===== src/rtl/bus_master_if.sv =====
// Initiator-side bus interface for one master port: takes single core
// commands, arbitrates for the bus, runs one strobed access with timeout
// and grant-withdrawal retry, and returns a one-cycle response.
module bus_master_if #(
  parameter int unsigned ADDR_W   = 30,
  parameter int unsigned DATA_W   = 32,
  parameter int unsigned TIMEOUT  = 255,
  parameter int unsigned TO_W     = 8,
  parameter int unsigned HOLD_BUS = 0
) (
  input  logic              clk,
  input  logic              rest,
  input  logic              cmd_valid,
  output logic              cmd_ready,
  input  logic              cmd_rw,
  input  logic [ADDR_W-1:0] cmd_addr,
  input  logic [DATA_W-1:0] cmd_wr_data,
  output logic              resp_valid,
  output logic              resp_err,
  output logic [DATA_W-1:0] resp_rd_data,
  output logic              bus_req,
  input  logic              bus_grnt,
  output logic              bus_as_n,
  output logic              bus_rw,
  output logic [ADDR_W-1:0] bus_addr,
  output logic [DATA_W-1:0] bus_wr_data,
  input  logic [DATA_W-1:0] bus_rd_data,
  input  logic              bus_rdy_n
);

  localparam logic [1:0] S_IDLE   = 2'd0;
  localparam logic [1:0] S_REQ    = 2'd1;
  localparam logic [1:0] S_ACCESS = 2'd2;

  localparam logic            HOLD    = (HOLD_BUS != 0);
  localparam logic [TO_W-1:0] TO_LAST = TO_W'(TIMEOUT - 1);

  logic [1:0]        state_q, state_d;
  logic              rw_q, rw_d;
  logic [ADDR_W-1:0] addr_q, addr_d;
  logic [DATA_W-1:0] wdata_q, wdata_d;
  logic [TO_W-1:0]   cnt_q, cnt_d;

  logic              cmd_ready_d;
  logic              resp_valid_d;
  logic              resp_err_d;
  logic [DATA_W-1:0] resp_rd_data_d;
  logic              bus_req_d;
  logic              bus_as_n_d;
  logic              bus_rw_d;
  logic [ADDR_W-1:0] bus_addr_d;
  logic [DATA_W-1:0] bus_wr_data_d;

  logic done;
  logic err;

  // Next-state, command latch, timeout counter and next registered outputs
  always_comb begin
    state_d        = state_q;
    rw_d           = rw_q;
    addr_d         = addr_q;
    wdata_d        = wdata_q;
    cnt_d          = cnt_q;
    cmd_ready_d    = 1'b0;
    resp_valid_d   = 1'b0;
    resp_err_d     = 1'b0;
    resp_rd_data_d = '0;
    done           = 1'b0;
    err            = 1'b0;

    case (state_q)
      S_IDLE: begin
        if (cmd_valid) begin
          rw_d        = cmd_rw;
          addr_d      = cmd_addr;
          wdata_d     = cmd_wr_data;
          cmd_ready_d = 1'b1;
          state_d     = S_REQ;
        end
      end
      S_REQ: begin
        if (bus_grnt) begin
          cnt_d   = '0;
          state_d = S_ACCESS;
        end
      end
      S_ACCESS: begin
        if (!bus_grnt) begin
          // Grant lost: back off and retry the same latched command
          cnt_d   = '0;
          state_d = S_REQ;
        end else if (!bus_rdy_n) begin
          done           = 1'b1;
          resp_rd_data_d = rw_q ? bus_rd_data : '0;
        end else if (cnt_q == TO_LAST) begin
          done = 1'b1;
          err  = 1'b1;
        end else begin
          cnt_d = cnt_q + TO_W'(1);
        end

        if (done) begin
          resp_valid_d = 1'b1;
          resp_err_d   = err;
          if (HOLD && cmd_valid) begin
            rw_d        = cmd_rw;
            addr_d      = cmd_addr;
            wdata_d     = cmd_wr_data;
            cmd_ready_d = 1'b1;
            cnt_d       = '0;
            state_d     = S_ACCESS;
          end else begin
            state_d = S_IDLE;
          end
        end
      end
      default: state_d = S_IDLE;
    endcase

    bus_req_d     = (state_d == S_REQ) || (state_d == S_ACCESS);
    bus_as_n_d    = (state_d != S_ACCESS);
    bus_rw_d      = (state_d == S_ACCESS) ? rw_d : 1'b0;
    bus_addr_d    = (state_d == S_ACCESS) ? addr_d : '0;
    bus_wr_data_d = (state_d == S_ACCESS) ? wdata_d : '0;
  end

  // State, latched command and registered outputs
  always_ff @(posedge clk or negedge rest) begin
    if (!rest) begin
      state_q      <= S_IDLE;
      rw_q         <= 1'b0;
      addr_q       <= '0;
      wdata_q      <= '0;
      cnt_q        <= '0;
      cmd_ready    <= 1'b0;
      resp_valid   <= 1'b0;
      resp_err     <= 1'b0;
      resp_rd_data <= '0;
      bus_req      <= 1'b0;
      bus_as_n     <= 1'b1;
      bus_rw       <= 1'b0;
      bus_addr     <= '0;
      bus_wr_data  <= '0;
    end else begin
      state_q      <= state_d;
      rw_q         <= rw_d;
      addr_q       <= addr_d;
      wdata_q      <= wdata_d;
      cnt_q        <= cnt_d;
      cmd_ready    <= cmd_ready_d;
      resp_valid   <= resp_valid_d;
      resp_err     <= resp_err_d;
      resp_rd_data <= resp_rd_data_d;
      bus_req      <= bus_req_d;
      bus_as_n     <= bus_as_n_d;
      bus_rw       <= bus_rw_d;
      bus_addr     <= bus_addr_d;
      bus_wr_data  <= bus_wr_data_d;
    end
  end

endmodule


===== config.mk =====
export PLATFORM = sky130hd
export DESIGN_NAME = bus_master_if
export DESIGN_NICKNAME = d
export VERILOG_FILES = /design/src/rtl/bus_master_if.sv
export SDC_FILE = /design/constraint.sdc
export NUM_CORES = 1
export LEC_CHECK = 0
export CORE_ASPECT_RATIO = 1.1
export CORE_MARGIN = 2
export CORE_UTILIZATION = 25
export CTS_CLUSTER_DIAMETER = 120
export CTS_CLUSTER_SIZE = 28
export DETAILED_ROUTE_END_ITERATION = 10
export SYNTH_ARGS = -nofsm -noshare
export SYNTH_HDL_FRONTEND = slang
export SYNTH_SLANG_ARGS = --single-unit

===== constraint.sdc =====
create_clock -name clk -period 3.4 [get_ports clk]
set_clock_uncertainty 0.15 [all_clocks]
set_input_delay 0.68 -clock clk [delete_from_list [all_inputs] [get_ports clk]]
set_output_delay 0.68 -clock clk [all_outputs]
set_load 0.1 [all_outputs]

### Met4 routing

Cells faint in the background.
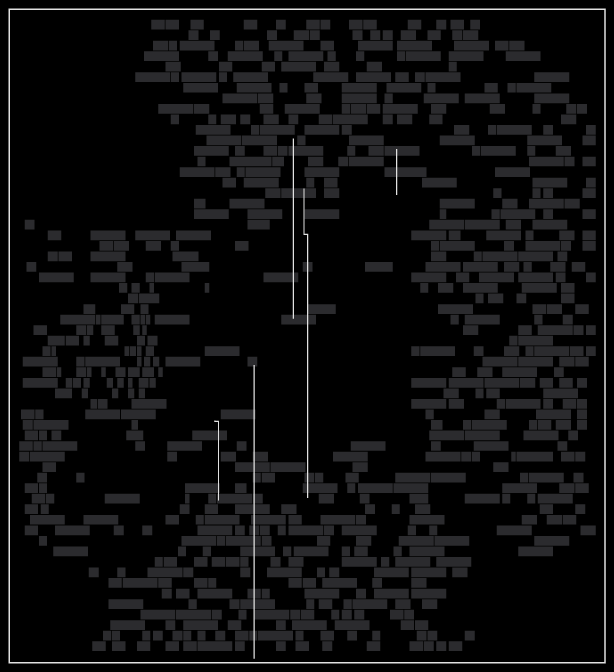
The layer holds 1.7% of the routed length. The layer carries 235 um of wire.
Total Routed Length: 13.7 mm
detailed-route via count: 3708

==> results.cfg <==
; flow metrics
[status]
status = finished clean

[drt]
drc = 0
wl_per_cell_um = 14.6
drt-vias-per-instance = 3.95
dr.pass1.iters = 4
ant_nets = 0
first_iter_violations = 93

[grt]
antenna_found_initial = 0
grt_pass1_vias = 3941
grt-ovfl-total = 0
grt_pass1_wl_mm = 21.7
grt_max_degree = 82
grt.total_usage_pct = 10.8

[critical_path]
cp.depth = 8
path_delay_family = buffers and inverters
slowest_stage = clkdlybuf4s50_1
r2r_setup_slack_ps = 1160
worstPathBufferInverterCount = 2
max_stage_delay_ps = 630
crit_type = primary input to register
cp.arrival_ps = 2700
end_kind = register
crit_path_start = bus_grnt
crit_path_end = bus_addr[15]
cp_cell_sequence = clkdlybuf4s50_1 -> nand3_1 -> nor3_2 -> nor2b_1 -> o21a_1 -> ha_2 -> buf_12 -> and2_1
required_ps = 3560
cp_max_fo = 51
rr_startpoint = cnt_q[0]
crit_path_start_kind = primary input
reg2regPathDepth = 9
r2r_end = bus_addr[15]

[synthesis]
syn_area_um2 = 6140
avgSynthCellArea_um2 = 15.0
synth_seq_share_pct = 70.6
ys_area_um2 = 6140
ys_sh_mux_pct = 11.7
synthTopLogicFamily = simple AND/OR/NAND/NOR gates
ys_cells = 410
fp_nets = 513
syn_inst = 410
yosys_warnings = 0
simple_gate_share_pct = 12.3
synth.cellmix.compoundShare_pct = 2.47
synth-seq-cells = 173
xor_share_pct = 0
ys_sh_adder_pct = 0.612
synth_cell_type_count = 36

[clocking]
ctsHoldBuffers = 0
numCtsBuffers = 17
htree_levels = 4
clockRootBuffer = clkbuf_16
cts_buffer_depth = 2
clkTransAtPathRegs_ps = 70
cts_resized = 0
post_cts_buffers = 0
clock_latency_ps = 420
tritoncts = done
clkSinkCount = 173

[cells_and_area]
drive_above_1_share_pct = 27.3
layout.cells.non_filler = 939
design_area_um2 = 8850
area_delta_synth_final_pct = 44.2
utilization_pct = 36.4
n_fill_cell = 2380
num_antenna_cells = 0
nets = 719

[placed_design]
pre_cts_slack_ps = 391
place_hpwl_mm = 9.33
routabilityCongestion = 0.728
placed_area_um2 = 8250
port_buffers = 199
dp.cells = 907

[floorplan]
row_count = 60
fp.dieW_um = 153
fp_util_pct = 25.2
dieArea_um2 = 25800
io_pins = 200
core-area_um2 = 24300
dieHeight_um = 168

[timing]
setup_ws_ps = 858
period_needed_ps = 2540
drv_slew = 0
whs_ps = 166
final-hold-violation-count = 0
finalSetupTns_ps = 0
post-route-period-util_pct = 74.8
fmax_ghz = 0.393
finalSetupViolCount = 0
relSlewSlack_pct = 48.6
worst_pin_slew_ps = 771
grt_setup_unrepaired = false

[power]
totalPowerFinal_mw = 7.49
ir_worst_vdd_mv = 0.320
power_density_nw_per_um2 = 846
p_leak_nw = 4.16

[flow_run]
warnings = 27
max_cap_violations = 0

[worst_hold_path]
hold_path.class = primary input to async pin
### Met2 routing

The bar under the picture is 50 um long. Cells faint in the background.
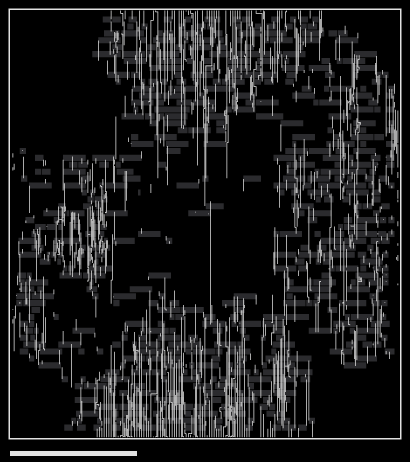
The layer carries 7030 um of wire. 615 nets have wire on it. The layer holds 51% of the routed length.
GR Util met2: 18.7%

-- cells in the mapped netlist (all sizes together) --
master | count | share of area [%]
o221ai | 1 | 0.14
buf | 11 | 1.3
and2 | 97 | 9.9
or4 | 1 | 0.12
o21ai | 7 | 0.57
or2 | 1 | 0.10
nand3 | 5 | 0.41
dfrtp | 172 | 70
o311ai | 1 | 0.27
o311a | 1 | 0.16
and3b | 1 | 0.16
clkbuf | 7 | 0.43
mux2i | 1 | 0.16
ha | 3 | 0.61
a2111oi | 1 | 0.14
nor2b | 2 | 0.20
or3 | 1 | 0.10
o211ai | 1 | 0.12
a2bb2oi | 1 | 0.14
nor3 | 2 | 0.24
mux2 | 63 | 12
nor2 | 3 | 0.18
o21a | 4 | 0.49
o22ai | 1 | 0.10
nand4 | 1 | 0.10
and2b | 1 | 0.12
a21oi | 4 | 0.33
nor3b | 2 | 0.41
dfstp | 1 | 0.43
nand2 | 4 | 0.24
inv | 9 | 0.55
-- cell usage in the layout (no fill, tap or decap), types with 2 or more instances in the layout --
master / Yosys / final
a21oi_1: 4 / 4
o21a_1: 4 / 4
mux2_2: 26 / 26
and2_1: 97 / 97
buf_12: 0 / 3
o21ai_1: 2 / 2
nand2_1: 4 / 4
nor2b_1: 2 / 2
dfrtp_1: 172 / 172
o21ai_0: 5 / 5
clkbuf_16: 0 / 17
inv_1: 9 / 9
clkinv_4: 0 / 3
nand3_1: 5 / 5
buf_4: 1 / 103
ha_1: 3 / 2
bufinv_16: 0 / 2
mux2_1: 37 / 37
inv_6: 0 / 2
clkdlybuf4s50_1: 0 / 98
clkinvlp_4: 0 / 3
nor2_1: 3 / 3
-- where the power goes --
group	switching [mW]	internal, mW
combinational	1.92	0.801
clock	0.849	1.12
sequential	0.160	2.63
total	2.93	4.56
-- worst min path at each step --
stage / slack (ps) / depth (start not counted) / endpoint / startpoint
finish: 170 / 1 / wdata_q[16] / rest
global route: 210 / 1 / wdata_q[16] / rest
CTS: 190 / 1 / bus_wr_data[20] / rest
detailed placement: 310 / 1 / wdata_q[8] / wdata_q[8]
global placement: 310 / 1 / wdata_q[4] / wdata_q[4]
floorplan: 230 / 0 / addr_q[0] / rest
-- area by class of cell --
| cell class | count | area, um^2 | area share [%] |
|---|---|---|---|
| well taps | 310 | 388 | 4.38 |
| clock buffers | 19 | 443 | 5.00 |
| clock inverters | 13 | 159 | 1.80 |
| inverters | 9 | 33.8 | 0.382 |
| flip-flops and latches | 173 | 4330 | 48.9 |
| multi-input cells | 210 | 1670 | 18.9 |
| repair buffers | 205 | 1830 | 20.6 |
-- worst reg2reg max path: stages (launching register included) --
cell and delay, ps:
dfrtp_1 410, inv_1 100, ha_1 150, nand3_1 140
nor3_2 230, nor2b_1 80, o21a_1 190, ha_2 280
buf_12 230, and2_1 170
-- layer usage --
metal / vias to the layer above / global-route usage [%] / wire [um]
met1: 1848 / 13.0 / 5860
li1: 1751 / - / -
met5: - / 0 / 0
met2: 96 / 18.7 / 7030
met3: 13 / 2.93 / 616
met4: 0 / 3.79 / 235
-- registers in the layout, indices dropped and copies added (netlist names), 2 cells and up --
signal	flops
bus_wr_data	32
bus_addr	30
resp_rd_data	32
state_q	2
wdata_q	32
cnt_q	8
addr_q	30
Power is estimated from default activity; no workload was simulated.
